==> run_1/m1.png <==
Scale: 4 px per µm. Cells faint in the background.
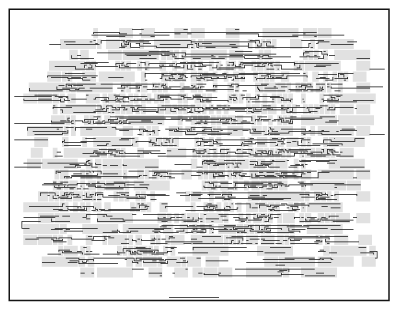
==> run_1/m2.png <==
Scale: 4 px per µm.
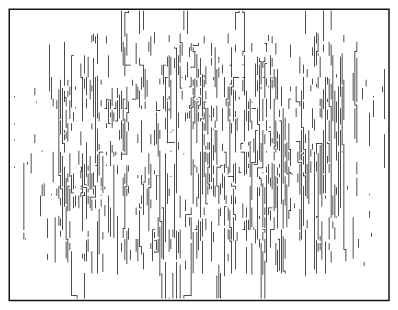
==> run_1/m3.png <==
Scale: 3 px per µm. Cells faint in the background.
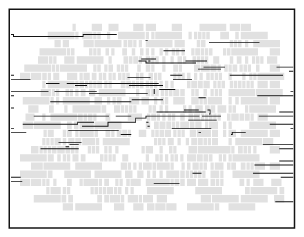
--- src/rtl/product_accumulator.sv ---
// product_accumulator
// Takes 16-bit products from the multiplier over a valid/ready handshake.
// Sums a programmable-length burst of them into an ACC_W-bit accumulator.
// Presents the registered sum over a second valid/ready handshake.
//
//   state   | meaning
//   --------+-----------------------------------------------------------
//   S_IDLE  | waiting for the first product of a burst; acc holds last sum
//   S_ACCUM | burst in progress; adding each accepted product
//   S_DONE  | burst sum presented on acc_out; waiting for acc_ready
module product_accumulator #(
   parameter int ACC_W = 20,
   parameter int LEN_W = 4
) (
   input  logic             clk,
   input  logic             n_rst,
   input  logic [15:0]      prod,
   input  logic             prod_valid,
   output logic             prod_ready,
   input  logic [LEN_W-1:0] burst_len,
   input  logic             clear,
   output logic [ACC_W-1:0] acc_out,
   output logic             acc_valid,
   input  logic             acc_ready,
   output logic             overflow,
   output logic             busy
);

   typedef enum logic [1:0] {
      S_IDLE  = 2'd0,
      S_ACCUM = 2'd1,
      S_DONE  = 2'd2
   } state_t;

   // burst_len of zero encodes the maximum burst length 2^LEN_W
   localparam logic [LEN_W:0] LEN_MAX = {1'b1, {LEN_W{1'b0}}};
   localparam logic [LEN_W:0] LEN_ONE = {{LEN_W{1'b0}}, 1'b1};

   state_t           state;
   state_t           state_nxt;
   logic [ACC_W-1:0] acc;
   logic [LEN_W:0]   cnt;
   logic [LEN_W:0]   target;
   logic [LEN_W:0]   target_new;
   logic [LEN_W:0]   cnt_inc;
   logic [ACC_W:0]   sum;
   logic             ovf;
   logic             prod_xfer;
   logic             res_xfer;

   assign target_new = (burst_len == '0) ? LEN_MAX : {1'b0, burst_len};
   assign cnt_inc    = cnt + LEN_ONE;
   // The extra top bit of sum is the carry out of the accumulator.
   assign sum        = {1'b0, acc} + {{(ACC_W + 1 - 16){1'b0}}, prod};
   assign prod_xfer  = prod_valid && prod_ready;
   assign res_xfer   = acc_valid && acc_ready;

   // State register
   always_ff @(posedge clk or negedge n_rst) begin
      if (!n_rst) state <= S_IDLE;
      else        state <= state_nxt;
   end

   // Next-state logic; clear overrides everything, including a pending result
   always_comb begin
      state_nxt = state;
      if (clear) begin
         state_nxt = S_IDLE;
      end else begin
         case (state)
            S_IDLE:  if (prod_xfer) state_nxt = (target_new == LEN_ONE) ? S_DONE : S_ACCUM;
            S_ACCUM: if (prod_xfer && (cnt_inc == target)) state_nxt = S_DONE;
            S_DONE:  if (res_xfer) state_nxt = S_IDLE;
            default: state_nxt = S_IDLE;
         endcase
      end
   end

   // Handshake and status outputs decoded from the state register
   always_comb begin
      prod_ready = (state != S_DONE) && !clear;
      acc_valid  = (state == S_DONE);
      busy       = (state != S_IDLE);
   end

   // Accumulator datapath: first product loads, later products add, DONE freezes
   always_ff @(posedge clk or negedge n_rst) begin
      if (!n_rst) begin
         acc    <= '0;
         cnt    <= '0;
         target <= '0;
         ovf    <= 1'b0;
      end else if (clear) begin
         acc <= '0;
         cnt <= '0;
         ovf <= 1'b0;
      end else if (prod_xfer) begin
         if (state == S_IDLE) begin
            acc    <= {{(ACC_W - 16){1'b0}}, prod};
            cnt    <= LEN_ONE;
            target <= target_new;
            ovf    <= 1'b0;
         end else begin
            acc <= sum[ACC_W-1:0];
            cnt <= cnt_inc;
            ovf <= ovf | sum[ACC_W];
         end
      end
   end

   assign acc_out  = acc;
   assign overflow = ovf;

endmodule

--- config.mk ---
export PLATFORM = sky130hd
export DESIGN_NAME = product_accumulator
export DESIGN_NICKNAME = d
export VERILOG_FILES = /design/src/rtl/product_accumulator.sv
export SDC_FILE = /design/constraint.sdc
export NUM_CORES = 1
export LEC_CHECK = 0
export ABC_AREA = 1
export CORE_ASPECT_RATIO = 0.75
export CORE_MARGIN = 3
export CORE_UTILIZATION = 49
export DETAILED_ROUTE_END_ITERATION = 7
export GPL_ROUTABILITY_DRIVEN = 0
export GPL_TIMING_DRIVEN = 0
export PLACE_DENSITY = 0.75
export SLEW_MARGIN = 0
export SYNTH_ARGS = -nofsm -noshare
export SYNTH_HDL_FRONTEND = slang
export SYNTH_SLANG_ARGS = --single-unit
--- constraint.sdc ---
create_clock -name clk -period 1.9 [get_ports clk]
set_clock_uncertainty 0.05 [all_clocks]
set_input_delay 0.19 -clock clk [delete_from_list [all_inputs] [get_ports clk]]
set_output_delay 0.19 -clock clk [all_outputs]
set_load 0.02 [all_outputs]
==> impl_metrics.py, run 1 <==
# Auto-generated metrics
metrics = {
    "run_status": {
        "status": "finished, final reports clean",
    },
    "timing": {
        "slew-limit-headroom": 0.483,
        "layout_setup_ws_ns": 0.0130,
        "finalClockPeriodUsage": 0.993,
        "rsz0062_at_grt": "yes",
        "fmax_mhz": 530,
        "finalSetupViolations": 0,
        "slew_violations": 0,
        "worst_slew_pin_slew_ns": 0.776,
        "min_period_ns": 1.89,
        "hold_viol": 0,
        "tns_ns": 0,
    },
    "worst_setup_path": {
        "worstSetupPathType": "flop to flop",
        "regToRegSetupSlack_ns": 0.01,
        "startpoint_type": "flop",
        "cp.required_ns": 2.08,
        "cp.depth": 12,
        "crit_chain": "ha_4 > inv_2 > fa_2 > o21ai_2 > nand3_1 > nand2_2 > nand2_2 > nand2_4 > nand2_2 > nand2_2 > nand3_2 > nand2_1",
        "r2r_cells": 12,
        "crit_arrival_ns": 2.07,
        "crit_top_cell": "nand2_2",
        "slowest_delay_ns": 0.39,
        "crit_buf_inv": 1,
        "r2r_start": "acc_out[0]",
        "critPathMaxFanout": 4,
        "endpoint": "acc_out[18]",
        "r2r_end": "acc_out[18]",
        "critPathTopFamily": "simple AND/OR/NAND/NOR gates",
        "crit_path_top_delay_cell": "dfrtp_2",
        "end_kind": "flop",
        "cp-startpoint": "acc_out[0]",
    },
    "worst_hold_path": {
        "holdPathEnd": "acc_out[0]",
        "worstHoldStart": "prod[0]",
        "min_path_cells": 3,
        "min_path_type": "primary input to flop",
    },
    "clock_tree": {
        "clk_latency_ns": 0.29,
        "cts_hold_buf": 1,
        "ctsResizeCount": 9,
        "clockRootBuffer": "clkbuf_8",
        "cts_sinks": 33,
        "cts_tree": "built",
        "h-tree-depth": 2,
        "post_cts_buffers": 1,
        "cts.path.max_buffers": 2,
        "numCtsBuffers": 5,
        "clk_pin_slew_worst_paths_ns": 0.07,
    },
    "global_routing": {
        "grt_pass1_vias": 2859,
        "grt_max_degree": 34,
        "grt.overflow.total": 0,
        "antenna_found_initial": 0,
        "track_usage": 0.239,
        "busiest_layer": "met2",
        "grt_pass1_wl_mm": 13.0,
    },
    "detailed_routing": {
        "viasPerCell": 5.12,
        "routed.top_layer": "met4",
        "wl_met3_um": 604,
        "dr.pass1.iters": 5,
        "drtAntennaViolNets": 0,
        "wl_met1_mm": 3.82,
        "route.detailed.drc": 0,
        "drt-initial-drc-count": 209,
        "post_drt_wl_per_cell_um": 12.9,
        "wl_met2_mm": 3.47,
    },
    "finish": {
        "antennaDiodeCount": 0,
        "final-comb-area_mm2": 0.00198,
        "inverters": 82,
        "fin_nets": 584,
        "drive_gt1_frac": 0.120,
        "stdcell_count": 617,
        "most-common-layout-cells": "nand2_1 (178), inv_1 (78), clkdlybuf4s50_1 (45)",
        "largest_class": "logic gates",
        "buffers": 57,
        "seq_share": 0.214,
        "fillCellCount": 486,
        "regArea_um2": 827,
        "syn_to_final_growth_pct": 33.9,
        "largest_reg_flops": 20,
        "clock_buffers": 6,
        "flop-count": 33,
        "sh_comb_area": 0.512,
        "logic_gates": 362,
        "clock_area_frac": 0.0311,
        "buffer_area_frac": 0.138,
        "layout_top_cell": "nand2_1",
    },
    "place": {
        "dp_hpwl_mm": 6.00,
        "port_buffers": 48,
        "dp_slack_ns": -0.531,
        "dp_cells": 606,
    },
    "yosys": {
        "synthesis.area_mm2": 0.00288,
        "avgSynthCellArea_um2": 5.97,
        "ys_ff": 33,
        "ys_area_mm2": 0.00288,
        "synth.distinct_cells": 27,
        "ys_seq_share": 0.286,
        "syn_inst": 483,
        "syn-num-nets": 526,
        "ys_warn_count": 0,
        "ys_cells": 483,
    },
    "power_and_ir_drop": {
        "p_comb_uw": 2980,
        "p_comb_frac": 0.619,
        "maxPowerGroup": "combinational cells",
        "p_seq_frac": 0.233,
        "peakVddDrop_uv": 740,
        "p_seq_uw": 1120,
        "swShare": 0.471,
        "clock_power_uw": 708,
        "clkPwrFrac": 0.147,
        "switchingPower_uw": 2260,
        "p_int_uw": 2540,
        "p_leak_uw": 0.00201,
        "power_density_mw_per_mm2": 1250,
    },
    "floorplan": {
        "tap_cells": 75,
        "io-pin-count": 49,
        "dieWidth_um": 94.6,
        "chipArea_mm2": 0.00685,
        "coreArea_mm2": 0.00553,
        "fp_util": 0.522,
        "std_cell_rows": 23,
        "dieHeight_um": 72.4,
    },
    "run": {
        "drv_cap": 0,
        "warning_count": 27,
    },
}
About m1.png:
wire length on this layer	3,820 µm
longest straight run	41.9 µm
routed wire length: 7.98 mm
via count: 3,159
grt met1 use: 0.339

About m2.png:
longest straight run	36.2 µm
share of all routed wire	43%
met2 global-route usage: 0.372

About m3.png:
wire length on this layer	604 µm
longest straight run	30.4 µm
nets with wire on the layer	63
share of all routed wire	7.6%
grt met3 use: 0.0497

[run 1: cell usage after synthesis, drive strengths merged]
| cell | n | area (µm²) |
|---|---|---|
| o221ai | 1 | 8.76 |
| nor2 | 49 | 186 |
| clkbuf | 2 | 7.51 |
| nand4 | 8 | 50.1 |
| o22ai | 2 | 12.5 |
| xor2 | 5 | 43.8 |
| nand3 | 37 | 185 |
| nand3b | 4 | 30.0 |
| o31ai | 1 | 7.51 |
| mux2 | 1 | 11.3 |
| nor3 | 3 | 15.0 |
| nand2 | 192 | 723 |
| fa | 1 | 20.0 |
| and2 | 3 | 18.8 |
| o211ai | 1 | 7.51 |
| dfrtp | 33 | 826 |
| inv | 82 | 308 |
| o21ai | 20 | 100 |
| ha | 17 | 213 |
| buf | 4 | 21.3 |
| or2 | 2 | 12.5 |
| a21oi | 15 | 75.1 |
[run 1: worst register-to-register path, stage by stage (launching register included)]
cell,delay [ns]
dfrtp_2,0.39
ha_4,0.16
inv_2,0.04
fa_2,0.38
o21ai_2,0.17
nand3_1,0.12
nand2_2,0.11
nand2_2,0.07
nand2_4,0.10
nand2_2,0.06
nand2_2,0.06
nand3_2,0.06
nand2_1,0.06
[run 1: per-stage QoR]
stage	hold slack, ns	power, µW	utilization	instance area [µm²]
final	0.359	4800	0.698	3860
after floorplan	-0.156	2850	-	2890
after CTS	0.347	4470	0.654	3610
after global routing	0.364	5210	0.698	3860
after detailed placement	0.265	3710	0.625	3460
after global placement	0.444	3660	0.626	3460
[run 1: logic make-up after synthesis]
| group | after synthesis | synth area share |
|---|---|---|
| compound gates | 40 | 0.0734 |
| xor+xnor | 5 | 0.0152 |
| fa+ha+maj | 18 | 0.0807 |
| buf+inv | 88 | 0.117 |
| flops | 33 | 0.286 |
| mux | 1 | 0.00391 |
| simple gates | 298 | 0.424 |
==> run 1 -> run 2 <==
--- a/config.mk
+++ b/config.mk
@@ -7,11 +7,12 @@
 export LEC_CHECK = 0
 export ABC_AREA = 1
 export CORE_ASPECT_RATIO = 0.75
-export CORE_MARGIN = 3
+export CORE_MARGIN = 2
 export CORE_UTILIZATION = 49
 export DETAILED_ROUTE_END_ITERATION = 7
 export GPL_ROUTABILITY_DRIVEN = 0
 export GPL_TIMING_DRIVEN = 0
+export HOLD_SLACK_MARGIN = 0.15
 export PLACE_DENSITY = 0.75
 export SLEW_MARGIN = 0
 export SYNTH_ARGS = -nofsm -noshare
==> run_2/m3.png <==
Scale: 3 px per µm. Cells faint in the background.
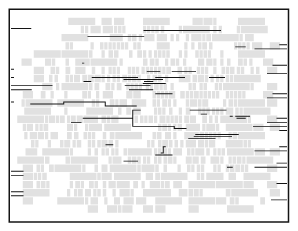
wire length on this layer	431 µm
nets with wire on the layer	53
share of all routed wire	5.3%
main direction	horizontal
via count: 3,183
routed wire length: 8.10 mm
grt met3 use: 0.0431

==> run 2 against run 1 <==
The flow now finishes with violations (setup timing). First-iteration DRC count rose by 34%. Cell count rose by 0.32%. Clock-buffer cell count did not move. Synthesized cell count did not move. Hold slack got worse by 0.14 ns. Sequential power barely moved. Critical endpoint unchanged. Global-route usage rose by 1.4 points. Non-clock buffer count did not move. Clock power fell by 25%. Combinational power barely moved. Design area fell by 1.2%.
==> impl_metrics.py, run 2 <==
# Auto-generated metrics
metrics = {
    "yosys": {
        "synth.largest_area_cell": "dfrtp_1",
        "syn_inst": 483,
        "ys_cells": 483,
        "synth_async_sr_flop_share": 1.00,
        "avgSynthCellArea_um2": 5.97,
        "synth.distinct_cells": 27,
        "yosysMostFrequentCell": "nand2_1",
        "top_cell_area_share": 0.286,
        "yosys-top-cells-count": "nand2_1 (191), inv_1 (80), nor2_1 (48)",
        "flop_cell": "dfrtp_1",
        "ys_warn_count": 0,
        "edf_count": 0,
        "synthesis.area_mm2": 0.00288,
        "syn-num-nets": 526,
    },
    "timing": {
        "layout_setup_ws_ns": -0.0189,
        "slew-limit-headroom": 0.479,
        "worst_slew_pin_slew_ns": 0.781,
        "finalClockPeriodUsage": 1.01,
        "finalSetupViolations": 1,
        "holdWs_ns": 0.215,
        "fmax_mhz": 521,
        "min_period_ns": 1.92,
    },
    "worst_setup_path": {
        "regToRegSetupSlack_ns": -0.02,
        "worstSetupPathType": "flop to flop",
        "critPathTopFamily": "simple AND/OR/NAND/NOR gates",
        "crit_chain": "ha_4 > inv_2 > fa_2 > o21ai_2 > nand3_1 > nand2_2 > nand2_2 > nand2_4 > nand2_2 > nand2_1 > nand3_1 > nand2_1",
        "crit_arrival_ns": 2.09,
        "startpoint_type": "flop",
        "end_kind": "flop",
        "crit_buf_inv": 1,
        "r2r_cells": 12,
        "crit_top_cell": "nand2_2",
        "r2r_start": "acc_out[0]",
    },
    "detailed_routing": {
        "post_drt_wl_per_cell_um": 13.1,
        "drt-initial-drc-count": 280,
        "viasPerCell": 5.14,
    },
    "clock_tree": {
        "cts_tree": "built",
        "numCtsBuffers": 5,
        "clockRootBuffer": "clkbuf_8",
        "cts.path.max_buffers": 2,
        "cts_sinks": 33,
    },
    "power_and_ir_drop": {
        "p_leak_uw": 0.00200,
        "power_density_mw_per_mm2": 1220,
    },
    "global_routing": {
        "grt_pass1_vias": 2935,
        "track_usage": 0.253,
        "antenna_found_initial": 0,
        "grt.overflow.total": 0,
    },
    "finish": {
        "final_util": 0.664,
        "postLayoutCellArea_mm2": 0.00381,
        "stdcell_count": 619,
        "fin_nets": 584,
        "syn_to_final_growth_pct": 32.2,
        "largest_reg_flops": 20,
        "drive_gt1_frac": 0.107,
    },
    "place": {
        "place_area_mm2": 0.00346,
        "dp_hpwl_mm": 5.87,
        "dp_slack_ns": -0.480,
    },
    "floorplan": {
        "dieWidth_um": 92.6,
        "std_cell_rows": 24,
        "coreArea_mm2": 0.00574,
        "chipArea_mm2": 0.00652,
        "io-pin-count": 49,
        "fp_util": 0.503,
        "dieHeight_um": 70.4,
    },
    "worst_hold_path": {
        "worstHoldStart": "prod[0]",
        "holdPathEnd": "acc_out[0]",
        "min_path_type": "primary input to flop",
    },
    "run": {
        "drv_cap": 0,
        "warning_count": 27,
    },
    "run_status": {
        "status": "finished with violations",
        "violations": "setup timing",
    },
}
==> run_2/m2.png <==
Scale: 4 px per µm.
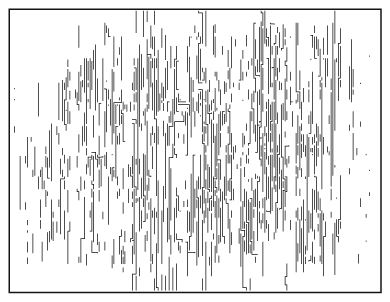
nets with wire on the layer	470
wire length on this layer	3,650 µm
main direction	vertical
share of all routed wire	45%
longest straight run	38.1 µm
met2 global-route usage: 0.400

==> run 2: cell types whose count changed in the layout (fill, tap and decap cells not counted), moves of 2 or more <==
cell and change:
nand2_1 +4, nand2_2 -4, xor2_1 -2, xor2_2 +2
==> run 2: power breakdown <==
part           internal (µW)  switching, µW
Clock                    250            281
Sequential               906            210
Combinational           1210           1780
==> run 2: cell families (layout without fill, tap and decap cells) <==
| family | after synthesis | in the layout | synth area share |
|---|---|---|---|
| adders and majority gates | 18 | 18 | 0.0807 |
| muxes | 1 | 1 | 0.00391 |
| xor gates and xnor gates | 5 | 5 | 0.0152 |
| AOI/OAI and AO/OA | 40 | 40 | 0.0734 |
| buffers and inverters | 88 | 146 | 0.117 |
| DFF | 33 | 33 | 0.286 |
| and+or+nand+nor | 298 | 298 | 0.424 |
==> run 2: area by class of cell <==
class	instances	area [µm²]
inverters	82	308
clock inverters	1	5.00
plain buffers	6	37.5
multi-input cells	362	1960
well taps	78	97.6
fillers	525	1920
repair buffers	51	502
clock buffers	6	72.6
flip-flops and latches	33	827
==> run 2: per-layer routing <==
metal,track usage,routed length [µm]
met5,0,0
met4,0.0680,62
met3,0.0431,430
met2,0.400,3650
met1,0.357,3960
==> run 2: timing repair <==
item | CTS | global route
endpoints found under the setup margin | 9 | 22
hold endpoints to repair | 33 | 0
setup buffers | 0 | 2
pin swaps | 2 | 11
gates resized | 10 | 38
hold buffers | 1 | 0
==> run 2: worst max path at each step <==
stage	to	from	depth (start not counted)
floorplan	acc_out[18]	acc_out[0]	11
global placement	acc_out[18]	prod[0]	12
detailed placement	acc_out[18]	prod[0]	12
CTS	acc_out[18]	prod[0]	12
global route	acc_out[18]	acc_out[0]	12
finish	acc_out[18]	acc_out[0]	12
Power is estimated from default activity; no workload was simulated.
